**config.mk**
```make
export PLATFORM = sky130hd
export DESIGN_NAME = instruction_fetch_sequencer
export DESIGN_NICKNAME = d
export VERILOG_FILES = /design/src/rtl/fetch_pkg.sv /design/src/rtl/instruction_fetch_sequencer_program_counter.sv /design/src/rtl/instruction_fetch_sequencer.sv
export SDC_FILE = /design/constraint.sdc
export NUM_CORES = 1
export LEC_CHECK = 0
export CORE_UTILIZATION = 25
export CTS_BUF_LIST = sky130_fd_sc_hd__clkbuf_8
export CTS_CLUSTER_SIZE = 8
export DETAILED_ROUTE_END_ITERATION = 12
export GPL_TIMING_DRIVEN = 0
export RECOVER_POWER = 50
export SETUP_SLACK_MARGIN = 0.1
export SYNTH_ARGS = -nofsm -noshare
export SYNTH_HDL_FRONTEND = slang
export SYNTH_SLANG_ARGS = --single-unit
```
**constraint.sdc**
```tcl
create_clock -name clk -period 4.5 [get_ports clk]
set_input_delay 1.35 -clock clk [delete_from_list [all_inputs] [get_ports clk]]
set_output_delay 1.35 -clock clk [all_outputs]
set_load 0.05 [all_outputs]
```
**src/rtl/fetch_pkg.sv**
```systemverilog
// Shared definitions for the instruction fetch sequencer.
package fetch_pkg;

  typedef enum logic [1:0] {
    S_BOOT = 2'd0,
    S_RUN  = 2'd1,
    S_HALT = 2'd2
  } fetch_state_t;

  localparam int unsigned DEF_ADDR_WIDTH   = 8;
  localparam int unsigned DEF_INSTR_WIDTH  = 16;
  localparam logic [7:0]  DEF_RESET_VECTOR = 8'h00;

endpackage

```
**src/rtl/instruction_fetch_sequencer_program_counter.sv**
```systemverilog
// Program counter: jump load, increment enable, one-cycle wrap pulse.
module program_counter
  import fetch_pkg::*;
#(
  parameter int unsigned           ADDR_WIDTH   = DEF_ADDR_WIDTH,
  parameter logic [ADDR_WIDTH-1:0] RESET_VECTOR = DEF_RESET_VECTOR
) (
  input  logic                  clk,
  input  logic                  rst,
  input  logic                  load,
  input  logic [ADDR_WIDTH-1:0] load_addr,
  input  logic                  inc,
  output logic [ADDR_WIDTH-1:0] pc,
  output logic                  wrap
);

  // PC update: load beats increment; wrap flags only an increment out of all-ones
  always_ff @(posedge clk or posedge rst) begin
    if (rst) begin
      pc   <= RESET_VECTOR;
      wrap <= 1'b0;
    end else begin
      wrap <= 1'b0;
      if (load) begin
        pc <= load_addr;
      end else if (inc) begin
        pc   <= pc + 1'b1;
        wrap <= (pc == '1);
      end
    end
  end

endmodule

```
**src/rtl/instruction_fetch_sequencer.sv**
```systemverilog
// Instruction fetch sequencer: drives the ROM address, captures the read
// data into the instruction register and hands it to decode via valid/ready.
module instruction_fetch_sequencer
  import fetch_pkg::*;
#(
  parameter int unsigned           ADDR_WIDTH   = DEF_ADDR_WIDTH,
  parameter int unsigned           INSTR_WIDTH  = DEF_INSTR_WIDTH,
  parameter logic [ADDR_WIDTH-1:0] RESET_VECTOR = DEF_RESET_VECTOR
) (
  input  logic                   clk,
  input  logic                   rst,
  output logic [ADDR_WIDTH-1:0]  Address_Instruction_Bus,
  input  logic [INSTR_WIDTH-1:0] Instruction,
  input  logic                   Jump_En,
  input  logic [ADDR_WIDTH-1:0]  Jump_Addr,
  input  logic                   Halt,
  input  logic                   IR_Ready,
  output logic                   IR_Valid,
  output logic [INSTR_WIDTH-1:0] Instruction_Reg,
  output logic [ADDR_WIDTH-1:0]  IR_PC,
  output logic                   Halted,
  output logic                   Wrap
);

  fetch_state_t          state;
  logic [ADDR_WIDTH-1:0] pc;
  logic                  advance;
  logic                  jump_take;
  logic                  pc_inc;

  // Priority decode shared by the FSM and the program counter
  always_comb begin
    advance   = (state == S_RUN) && (!IR_Valid || IR_Ready);
    jump_take = Jump_En && (state != S_BOOT);
    pc_inc    = advance && !Jump_En && !Halt;
  end

  program_counter #(
    .ADDR_WIDTH   (ADDR_WIDTH),
    .RESET_VECTOR (RESET_VECTOR)
  ) u_pc (
    .clk       (clk),
    .rst       (rst),
    .load      (jump_take),
    .load_addr (Jump_Addr),
    .inc       (pc_inc),
    .pc        (pc),
    .wrap      (Wrap)
  );

  assign Address_Instruction_Bus = pc;

  // FSM plus instruction register, its PC tag and the valid/halted flags
  always_ff @(posedge clk or posedge rst) begin
    if (rst) begin
      state           <= S_BOOT;
      Instruction_Reg <= '0;
      IR_PC           <= '0;
      IR_Valid        <= 1'b0;
      Halted          <= 1'b0;
    end else begin
      case (state)
        S_BOOT: begin
          state <= S_RUN;
        end
        default: begin
          if (Jump_En) begin
            state    <= S_RUN;
            IR_Valid <= 1'b0;
            Halted   <= 1'b0;
          end else if (state == S_HALT) begin
            Halted <= 1'b1;
          end else if (Halt) begin
            state    <= S_HALT;
            IR_Valid <= 1'b0;
            Halted   <= 1'b1;
          end else if (advance) begin
            Instruction_Reg <= Instruction;
            IR_PC           <= pc;
            IR_Valid        <= 1'b1;
          end
        end
      endcase
    end
  end

endmodule

```
==> job_summary.md <==
## Synthesis and layout report

| Metric | Value |
|---|---|
| Worst hold slack | about 500 ps |
| Number of enable flip-flop cells | 0 |
| Crit Path Category | in2reg |
| Worst hold path type | reg2reg |
| Worst setup margin | ~1200 ps |
| Setup crit end kind | register |
| Post-Synth AOI/OAI Area | 5.953% |
| Tool Warnings | 26 |
| Cell Pwr Density | between 500 and 600 mW/mm2 |
| Ant diodes | 0 |
| Critical Path End | Instruction_Reg[15] |
| Fill count | between 600 and 700 |
| Post-synth top area cell | dfrtp_1 |
| Switching Share | between 40% and 50% |
| Final net count | ~230 |
| Minimum clock period | between 3000 and 4000 ps |
| Leakage power | 1.066 nW |
| Die X | around 83 um |
| GRT overflow | 0 |
| Mux frac, synth | 20.20% |
| Slowest CP cell | dlygate4sd3_1 |
| GP Congestion | slightly below 0.8 |
| Reg2reg start | state[1] |
| Pin count of the biggest net entering global routing | 38 |
| Area fraction in xor and xnor cells | 2.638% |
| Tcrit/Tclk final | about 74% |
| Cells on worst reg2reg path | 6 |
| Non-clock buffering overhead | between 20% and 30% |
| DR DRC count | 0 |
| Die Y-Extent | approximately 83 um |
| Worst-path clk slew | 70 ps |
| Rows | 29 |
| DR iter-0 viols | ~42 |
| DRT Pass-1 Iters | 4 |
| Maximum root-to-sink buffer count | 2 |
| Placed Area | between 0.002 and 0.0025 mm2 |
| Top routing layer used | met4 |
| Yosys top cell by instances | dfrtp_1 |
| Largest class | registers |
| Synth top area share | roughly 56% |
| Non-clock inverter count | 3 |
| Worst vdd ir | roughly 0.00024 V |
| Multi-input gates | a little over 80 |
| Clock share of power | between 15 and 20% |
| HPWL Detailed | between 2000 and 3000 um |
| IO Count | between 60 and 70 |
| Status | finished clean |
| Final hold violations | 0 |
| Clock-cell share of area | approximately 3% |
| Fp util | between 20% and 30% |
| Met1 wire length | ~1800 um |
| Routed wire length | ~3600 um |
| Multi-input gate share of total cell area | 27.12% |
| Actual slew at the worst max-slew pin | approximately 1400 ps |
| Latency at later pin | between 200 and 300 ps |
| Worst Path Required | between 4000 and 5000 ps |
| Largest logic family | multiplexers |
| FFs w/ async S/R, synth | 100.0% |
## sequential cells by signal, indices dropped and copies added (netlist names)
signal           flops
Instruction_Reg     16
Halted               1
IR_PC                8
u_pc.wrap            1
IR_Valid             1
u_pc.pc              8
state                2
## metal layers
layer | vias up | global-route usage [%]
li1 | 590 | -
met3 | 3 | 3.858
met2 | 43 | 16.69
met4 | 0 | 3.236
met5 | - | 0
met1 | 562 | 14.97
## cells in the final DEF (no fill, tap or decap), types with 3 or more instances in the layout
master,count
mux2_4,15
mux2_2,8
dlygate4sd3_1,15
clkdlybuf4s50_1,47
clkbuf_8,5
nand3_1,4
nor2_1,5
o21ai_0,8
nor3_1,3
buf_6,4
xnor2_1,4
dfrtp_1,37
nor4_1,4
inv_1,3
nand2_1,11
## logic make-up (layout without fill, tap and decap cells)
family | Yosys count | count (layout)
flip-flops | 37 | 37
AND/OR/NAND/NOR | 34 | 34
multiplexers | 25 | 25
AND-OR/OR-AND | 16 | 16
buffers and inverters | 10 | 78
XOR/XNOR | 5 | 5
adder cells (fa/ha/maj) | 1 | 1
## per-stage QoR
| stage | instances | power [mW] |
|---|---|---|
| after CTS | 273 | 1.279 |
| after detailed placement | 267 | 1.056 |
| after floorplan | 128 | 0.8524 |
| final | 273 | 1.246 |
| after global placement | 267 | 1.051 |
| after global routing | 273 | 1.303 |
## critical path: cells and delay by family
| family | cells | cell delay (ps) |
|---|---|---|
| buffers and inverters | 4 | 1090 |
| and+or+nand+nor | 2 | 740 |
| muxes | 1 | 300 |
## power by group through the flow
stage / registers (mW) / logic [mW] / clock network [mW]
detailed placement: 0.469 / 0.587 / 0
CTS: 0.463 / 0.589 / 0.227
finish: 0.461 / 0.572 / 0.213
global placement: 0.466 / 0.584 / 0
global route: 0.473 / 0.595 / 0.235
floorplan: 0.724 / 0.128 / 0
Figure 1. Routed clock nets over the placement.
Scale bar: 20 um.
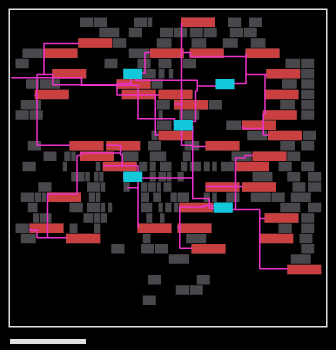
[magenta] clock wires | length: 536 um
[cyan] cells driving clock nets | count: 5
[red] flip-flops | count: 37
routed clock nets	6

Figure 2. Clock nets.
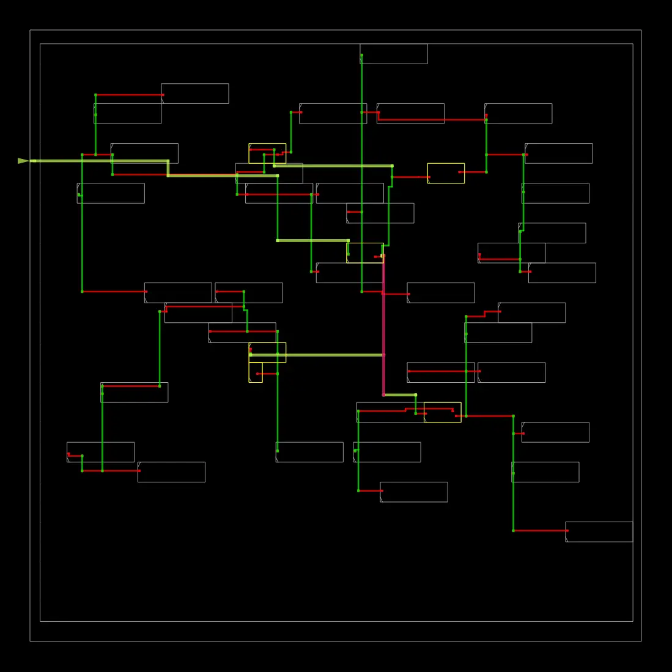
final worst clock skew: 4.730 ps
clk sink count: 37
Seq Cell Count: 37

Figure 3. Sequential cells grouped by signal name.
Scale bar: 20 um.
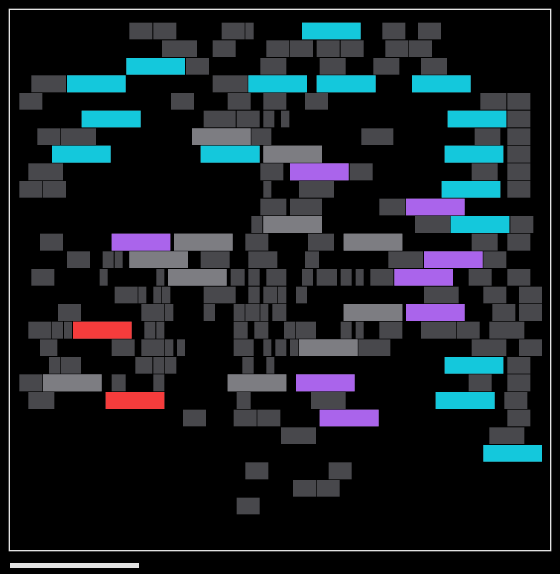
colour	netlist name	flops
cyan	Instruction_Reg	16
purple	IR_PC	8
red	state	2
not coloured	11

Figure 4. Routed metal, one colour a layer.
Scale bar: 20 um. Only two layers are drawn.
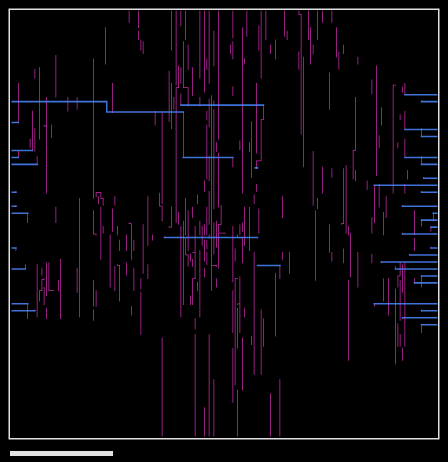
colour	layer	wire length
blue	met3	231 um
magenta	met2	1630 um

Figure 5. Placement by cell class.
Fill, decap, tap and diode cells in grey.
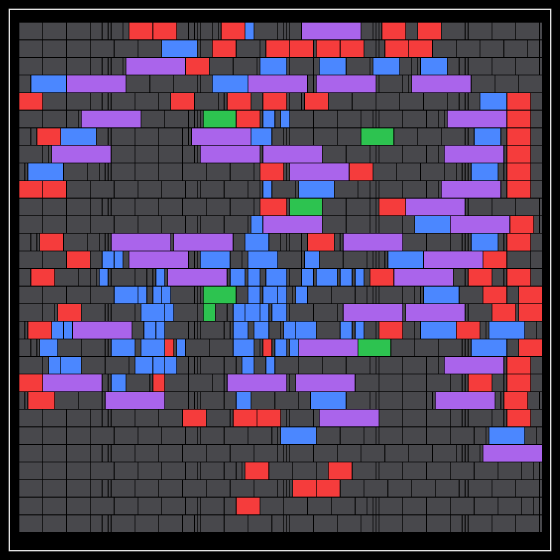
colour	class	cells	share of their area
red	other buffers and delay cells	69	29%
purple	flip-flops	37	39%
blue	all other logic	84	29%
green	clock drivers and dummy loads	6	3.1%

No activity file was given, so power comes from the tool's default toggle rates.
